<file path="config.mk">
export PLATFORM = sky130hd
export DESIGN_NAME = control_unit
export DESIGN_NICKNAME = d
export VERILOG_FILES = /design/src/rtl/cpu_ctrl_pkg.sv /design/src/rtl/cu_microrom.sv /design/src/rtl/control_unit.sv
export SDC_FILE = /design/constraint.sdc
export NUM_CORES = 1
export LEC_CHECK = 0
export CAP_MARGIN = 20
export CORE_ASPECT_RATIO = 1.75
export CORE_MARGIN = 2
export CORE_UTILIZATION = 40
export CTS_BUF_LIST = sky130_fd_sc_hd__clkbuf_4 sky130_fd_sc_hd__clkbuf_8 sky130_fd_sc_hd__clkbuf_16
export DETAILED_ROUTE_END_ITERATION = 8
export GPL_ROUTABILITY_DRIVEN = 0
export PLACE_DENSITY = 0.79
export SLEW_MARGIN = 20
export SYNTH_ARGS = -nofsm -noshare
export SYNTH_HDL_FRONTEND = slang
export SYNTH_HIERARCHICAL = 1
export SYNTH_SLANG_ARGS = --single-unit
export TNS_END_PERCENT = 50
</file>
<file path="constraint.sdc">
create_clock -name clk -period 2.9 [get_ports clk]
set_input_delay 0.435 -clock clk [delete_from_list [all_inputs] [get_ports clk]]
set_output_delay 0.435 -clock clk [all_outputs]
set_load 0.01 [all_outputs]
</file>
<file path="src/rtl/cpu_ctrl_pkg.sv">
// Shared encodings for the accumulator CPU control path: opcodes, control-word
// bit positions (also used by the ALU) and sequencer state codes.
package cpu_ctrl_pkg;

    localparam int CU_CW_WIDTH = 32;
    localparam int CU_OP_WIDTH = 8;

    localparam logic [7:0] OP_STORE  = 8'h01;
    localparam logic [7:0] OP_LOAD   = 8'h02;
    localparam logic [7:0] OP_ADD    = 8'h03;
    localparam logic [7:0] OP_SUB    = 8'h04;
    localparam logic [7:0] OP_JMPGEZ = 8'h05;
    localparam logic [7:0] OP_JMP    = 8'h06;
    localparam logic [7:0] OP_HALT   = 8'h07;
    localparam logic [7:0] OP_MPY    = 8'h08;
    localparam logic [7:0] OP_AND    = 8'h0A;
    localparam logic [7:0] OP_OR     = 8'h0B;
    localparam logic [7:0] OP_NOT    = 8'h0C;
    localparam logic [7:0] OP_SHR    = 8'h0D;
    localparam logic [7:0] OP_SHL    = 8'h0E;
    localparam logic [7:0] OP_ASHR   = 8'h0F;
    localparam logic [7:0] OP_ASHL   = 8'h10;

    localparam int C_PC_MAR    = 0;
    localparam int C_MEM_RD    = 1;
    localparam int C_MEM_MBR   = 2;
    localparam int C_MBR_IR    = 3;
    localparam int C_IR_MAR    = 4;
    localparam int C_PC_INC    = 5;
    localparam int C_MBR_BR    = 6;
    localparam int C_ACC_MBR   = 7;
    localparam int C_MEM_WR    = 8;
    localparam int C_IR_PC     = 9;
    localparam int C_ALU_LATCH = 10;
    localparam int C_ALU_ACC   = 11;
    localparam int C_ALU_MR    = 12;
    localparam int C_CLR_OP1   = 21;
    localparam int C_ADD       = 22;
    localparam int C_SUB       = 23;
    localparam int C_AND       = 24;
    localparam int C_OR        = 25;
    localparam int C_NOT       = 26;
    localparam int C_SHL       = 27;
    localparam int C_SHR       = 28;
    localparam int C_MPY       = 29;
    localparam int C_ASHL      = 30;
    localparam int C_ASHR      = 31;

    localparam logic [3:0] S_IDLE   = 4'd0;
    localparam logic [3:0] S_F1     = 4'd1;
    localparam logic [3:0] S_F2     = 4'd2;
    localparam logic [3:0] S_F3     = 4'd3;
    localparam logic [3:0] S_DECODE = 4'd4;
    localparam logic [3:0] S_E1     = 4'd5;
    localparam logic [3:0] S_E2     = 4'd6;
    localparam logic [3:0] S_E3     = 4'd7;
    localparam logic [3:0] S_E4     = 4'd8;
    localparam logic [3:0] S_HALT   = 4'd9;

    // Number of execute micro-steps; 0 marks HALT and unknown opcodes.
    function automatic logic [2:0] exec_steps(input logic [7:0] op);
        logic [2:0] steps;
        case (op)
            OP_STORE:                                         steps = 3'd3;
            OP_LOAD, OP_ADD, OP_SUB, OP_AND, OP_OR, OP_MPY:   steps = 3'd4;
            OP_NOT, OP_SHR, OP_SHL, OP_ASHR, OP_ASHL,
            OP_JMP, OP_JMPGEZ:                                steps = 3'd1;
            default:                                          steps = 3'd0;
        endcase
        return steps;
    endfunction

endpackage

</file>
<file path="src/rtl/cu_microrom.sv">
// Combinational micro-ROM: maps the state being entered and the latched opcode
// to the control word that state drives.
module cu_microrom
    import cpu_ctrl_pkg::*;
#(
    parameter int CW_WIDTH = CU_CW_WIDTH,
    parameter int OP_WIDTH = CU_OP_WIDTH
) (
    input  logic [3:0]          state,
    input  logic [OP_WIDTH-1:0] op,
    input  logic                acc_neg,
    output logic [CW_WIDTH-1:0] cw
);

    // Control word lookup for the upcoming micro-step.
    always_comb begin
        cw = {CW_WIDTH{1'b0}};
        case (state)
            S_F1: cw[C_PC_MAR] = 1'b1;
            S_F2: begin
                cw[C_MEM_RD]  = 1'b1;
                cw[C_MEM_MBR] = 1'b1;
                cw[C_PC_INC]  = 1'b1;
            end
            S_F3: cw[C_MBR_IR] = 1'b1;
            S_E1: begin
                case (op)
                    OP_STORE, OP_LOAD, OP_ADD, OP_SUB,
                    OP_AND, OP_OR, OP_MPY:  cw[C_IR_MAR] = 1'b1;
                    OP_JMP:                 cw[C_IR_PC] = 1'b1;
                    OP_JMPGEZ: begin
                        if (!acc_neg) begin
                            cw[C_IR_PC] = 1'b1;
                        end else begin
                            cw[C_IR_PC] = 1'b0;
                        end
                    end
                    OP_NOT:  begin cw[C_ALU_ACC] = 1'b1; cw[C_NOT]  = 1'b1; end
                    OP_SHR:  begin cw[C_ALU_ACC] = 1'b1; cw[C_SHR]  = 1'b1; end
                    OP_SHL:  begin cw[C_ALU_ACC] = 1'b1; cw[C_SHL]  = 1'b1; end
                    OP_ASHR: begin cw[C_ALU_ACC] = 1'b1; cw[C_ASHR] = 1'b1; end
                    OP_ASHL: begin cw[C_ALU_ACC] = 1'b1; cw[C_ASHL] = 1'b1; end
                    default: cw = {CW_WIDTH{1'b0}};
                endcase
            end
            S_E2: begin
                case (op)
                    OP_STORE: cw[C_ACC_MBR] = 1'b1;
                    OP_LOAD, OP_ADD, OP_SUB, OP_AND, OP_OR, OP_MPY: begin
                        cw[C_MEM_RD]  = 1'b1;
                        cw[C_MEM_MBR] = 1'b1;
                    end
                    default: cw = {CW_WIDTH{1'b0}};
                endcase
            end
            S_E3: begin
                case (op)
                    OP_STORE: cw[C_MEM_WR] = 1'b1;
                    OP_LOAD, OP_ADD, OP_SUB, OP_AND, OP_OR, OP_MPY:
                        cw[C_MBR_BR] = 1'b1;
                    default: cw = {CW_WIDTH{1'b0}};
                endcase
            end
            S_E4: begin
                cw[C_ALU_LATCH] = 1'b1;
                cw[C_ALU_ACC]   = 1'b1;
                case (op)
                    // LOAD goes through the ALU as 0 + BR.
                    OP_LOAD: begin cw[C_CLR_OP1] = 1'b1; cw[C_ADD] = 1'b1; end
                    OP_ADD:  cw[C_ADD] = 1'b1;
                    OP_SUB:  cw[C_SUB] = 1'b1;
                    OP_AND:  cw[C_AND] = 1'b1;
                    OP_OR:   cw[C_OR]  = 1'b1;
                    OP_MPY:  begin cw[C_ALU_MR] = 1'b1; cw[C_MPY] = 1'b1; end
                    default: cw = {CW_WIDTH{1'b0}};
                endcase
            end
            default: cw = {CW_WIDTH{1'b0}};
        endcase
    end

endmodule

</file>
<file path="src/rtl/control_unit.sv">
// Microprogrammed sequencer: fetch / decode / execute state machine with a
// latched opcode and a registered Moore control word.
module control_unit
    import cpu_ctrl_pkg::*;
#(
    parameter int CW_WIDTH = CU_CW_WIDTH,
    parameter int OP_WIDTH = CU_OP_WIDTH
) (
    input  logic                clk,
    input  logic                rst,
    input  logic                start,
    input  logic [OP_WIDTH-1:0] opcode,
    input  logic [7:0]          flag,
    output logic [CW_WIDTH-1:0] control_signal,
    output logic                halted,
    output logic                illegal_op,
    output logic [3:0]          state
);

    logic [3:0]          state_r;
    logic [3:0]          next_state_s;
    logic [OP_WIDTH-1:0] op_r;
    logic [OP_WIDTH-1:0] op_next_s;
    logic [2:0]          steps_s;
    logic                illegal_next_s;
    logic [CW_WIDTH-1:0] cw_next_s;
    logic [CW_WIDTH-1:0] control_signal_r;
    logic                halted_r;
    logic                illegal_op_r;
    logic                unused_flag_s;

    assign unused_flag_s = ^flag[7:1];
    assign steps_s       = exec_steps(op_r);

    // The microrom must see the opcode being latched on the DECODE->E1 edge.
    assign op_next_s = (state_r == S_DECODE) ? opcode : op_r;

    // Next-state selection.
    always_comb begin
        next_state_s   = state_r;
        illegal_next_s = 1'b0;
        case (state_r)
            S_IDLE: begin
                if (start) begin
                    next_state_s = S_F1;
                end else begin
                    next_state_s = S_IDLE;
                end
            end
            S_F1: next_state_s = S_F2;
            S_F2: next_state_s = S_F3;
            S_F3: next_state_s = S_DECODE;
            S_DECODE: begin
                if (opcode == OP_HALT) begin
                    next_state_s = S_HALT;
                end else if (exec_steps(opcode) == 3'd0) begin
                    next_state_s   = S_F1;
                    illegal_next_s = 1'b1;
                end else begin
                    next_state_s = S_E1;
                end
            end
            S_E1: next_state_s = (steps_s > 3'd1) ? S_E2 : S_F1;
            S_E2: next_state_s = (steps_s > 3'd2) ? S_E3 : S_F1;
            S_E3: next_state_s = (steps_s > 3'd3) ? S_E4 : S_F1;
            S_E4: next_state_s = S_F1;
            S_HALT: next_state_s = S_HALT;
            default: next_state_s = S_IDLE;
        endcase
    end

    cu_microrom #(
        .CW_WIDTH (CW_WIDTH),
        .OP_WIDTH (OP_WIDTH)
    ) u_microrom (
        .state   (next_state_s),
        .op      (op_next_s),
        .acc_neg (flag[0]),
        .cw      (cw_next_s)
    );

    // State, opcode latch and registered outputs.
    always_ff @(posedge clk or negedge rst) begin
        if (!rst) begin
            state_r          <= S_IDLE;
            op_r             <= {OP_WIDTH{1'b0}};
            control_signal_r <= {CW_WIDTH{1'b0}};
            halted_r         <= 1'b0;
            illegal_op_r     <= 1'b0;
        end else begin
            state_r          <= next_state_s;
            op_r             <= op_next_s;
            control_signal_r <= cw_next_s;
            halted_r         <= (next_state_s == S_HALT);
            illegal_op_r     <= illegal_next_s;
        end
    end

    assign control_signal = control_signal_r;
    assign halted         = halted_r;
    assign illegal_op     = illegal_op_r;
    assign state          = state_r;

endmodule

</file>
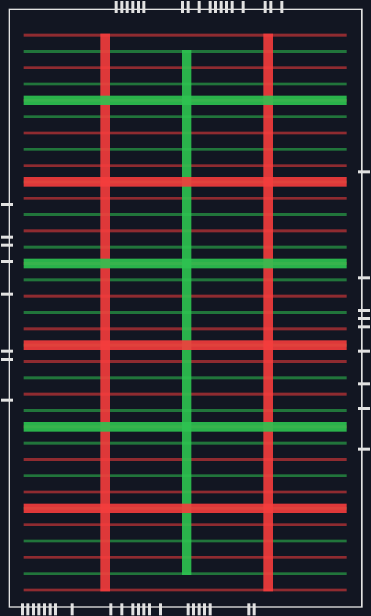
**Above:** power grid.
Scale: 6 px per um. Pins as bars on the die edge.
color	net
green	VDD
red	VSS
met5 straps	6
met1 rails	35
rows	34

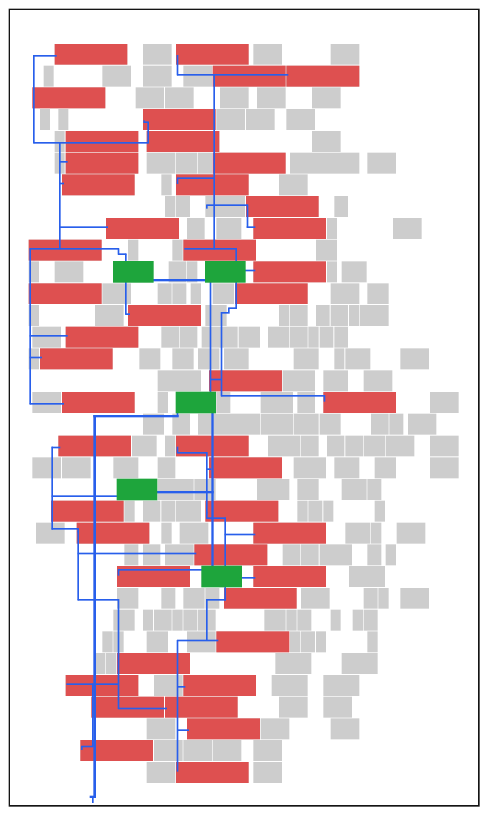
**Above:** clock distribution.
Scale: 8 px per um.
[red] flip-flops | count: 46
[blue] clock wires | length: 496 um
[green] clock-net drivers | count: 5
routed clock nets	6
Clk pwr share: 18.0%
P_clk: 395 uW
Latency at later pin: 0.29 ns
Clock Skew: 0.00390 ns

==> flow_metrics.py <==
# Metrics from the implementation run
metrics = {
    "final_timing": {
        "min_period_ns": 2.62,
        "setup_tns_ns": 0,
        "fin_ws_ns": 0.285,
        "tightest_slew_ns": 0.856,
        "relSlewSlack_pct": 42.3,
        "min_period_over_period_pct": 90.2,
    },
    "yosys": {
        "ys_top_logic_family": "simple AND/OR/NAND/NOR gates",
        "ys_ff": 46,
        "synthXorXnorAreaFrac_pct": 0.421,
        "flop_cell": "dfrtp_1",
        "netlist_instances": 183,
        "synth.area.mux_share_pct": 3.19,
        "compound_area_share_pct": 9.03,
        "yosys_area_sq_mm": 0.00208,
        "synth_seq_share_pct": 55.4,
        "synth-async-reset-ratio_pct": 100,
        "synth_area_per_cell_sq_um": 11.4,
    },
    "critical_path": {
        "r2r_start": "op_r[4]",
        "r2r_end": "control_signal[26]",
        "critPathLaunch": "opcode[1]",
        "worstSetupPathType": "in2reg",
    },
    "global_routing": {
        "overflow": 0,
        "grt_antenna_before_repair": 0,
        "grt.total_usage_pct": 16.0,
        "grt_max_degree": 47,
    },
    "place": {
        "placed_cells": 287,
        "place_ws_ns": -0.00928,
        "place_area_sq_mm": 0.00264,
    },
    "clock_network": {
        "cts.sinks": 46,
        "tritoncts": "yes",
        "clock-root-buffer": "clkbuf_8",
        "clk_path_buf_depth": 2,
        "numCtsBuffers": 5,
        "path_clk_slew_ns": 0.08,
    },
    "route": {
        "routed_wl_um": 4360,
        "drc_errors": 0,
    },
    "final_layout": {
        "final_layout_size_suffix_gt1_share_pct": 14.1,
        "instances_no_fill": 295,
        "finish.utilization_pct": 54.9,
        "nets": 264,
    },
    "run": {
        "log.warning_count": 37,
    },
    "die": {
        "num_rows": 34,
        "ios": 57,
    },
    "status": {
        "status": "completed",
    },
}
area by class of cell:
type                    instances  area [sq um]  area share, %
well taps                      54          67.6           2.47
flip-flops and latches         46          1150           42.1
inverters                      10          37.5           1.37
multi-input cells             117           811           29.7
clock buffers                   6          82.6           3.02
repair buffers                 60           571           20.9
clock inverters                 2          12.5          0.458
state kept, by name, indices dropped and copies added (netlist names):
name	count
control_signal	32
op_r	8
state	4
halted	1
illegal_op	1
power by group:
group,internal [uW],switching [uW],total [uW]
sequential,757,111,867
clock,191,204,395
combinational,423,507,930
worst min-delay path by stage:
stage	to	cells past startpoint	slack [ns]	from
3_5_place_dp	op_r[5]	1	0.57	op_r[5]
2_1_floorplan	control_signal[0]	0	0.14	rst
4_1_cts	control_signal[22]	1	0.33	rst
6_report	control_signal[31]	1	0.13	rst
5_1_grt	control_signal[31]	1	0.18	rst
3_3_place_gp	op_r[7]	1	0.55	op_r[7]
per-layer routing:
metal / up-vias / share of wire (%) / global-route usage [%]
met5: - / 0 / 0
met4: 0 / 2.0 / 7.51
met3: 7 / 3.9 / 2.99
met2: 34 / 58 / 30.0
met1: 732 / 37 / 16.1
li1: 745 / - / -
critical path, cell delays in order:
cell	delay [ns]
clkdlybuf4s50_1	0.52
inv_1	0.08
ha_1	0.27
nor2_1	0.04
a21oi_1	0.20
a21oi_1	0.11
o32ai_1	0.38
and4bb_2	0.32
nand4_1	0.24
nor3_1	0.22
cells in the final DEF (no fill, tap or decap), types with 2 or more instances in the layout:
cell / synthesis / layout
dfrtp_1: 46 / 46
conb_1: 1 / 8
nor3b_1: 2 / 2
clkbuf_8: 0 / 6
nor4b_1: 3 / 3
a211oi_1: 2 / 2
nor2b_1: 3 / 3
o21ai_0: 5 / 5
a21boi_0: 2 / 2
nand4b_1: 3 / 3
buf_4: 10 / 12
ha_1: 5 / 5
nand4_1: 3 / 3
nand2_1: 8 / 8
nor4_1: 4 / 4
inv_1: 10 / 10
a31oi_1: 2 / 2
a2111oi_0: 2 / 2
a21oi_1: 4 / 4
nor3_1: 8 / 8
nand2b_1: 5 / 5
nor2_1: 16 / 16
clkdlybuf4s50_1: 0 / 48
mux2_2: 5 / 5
and4_2: 2 / 2
nand3_1: 3 / 3
synth_stat cells, drive strengths merged, types with 2 or more instances:
| library cell | number | area share (%) |
|---|---|---|
| a2111oi | 2 | 0.84 |
| a211oi | 2 | 0.72 |
| a21boi | 2 | 0.72 |
| a21oi | 4 | 0.96 |
| a31oi | 2 | 0.60 |
| and4 | 2 | 0.96 |
| buf | 14 | 4.6 |
| clkbuf | 3 | 0.54 |
| dfrtp | 46 | 55 |
| ha | 5 | 3.0 |
| inv | 10 | 1.8 |
| mux2 | 5 | 2.7 |
| nand2 | 8 | 1.4 |
| nand2b | 5 | 1.5 |
| nand3 | 3 | 0.72 |
| nand4 | 3 | 0.90 |
| nand4b | 3 | 1.3 |
| nor2 | 16 | 2.9 |
| nor2b | 3 | 0.90 |
| nor3 | 8 | 1.9 |
| nor3b | 2 | 0.72 |
| nor4 | 5 | 2.2 |
| nor4b | 5 | 3.1 |
| o21ai | 6 | 1.4 |
Power and IR drop assume default switching activity.
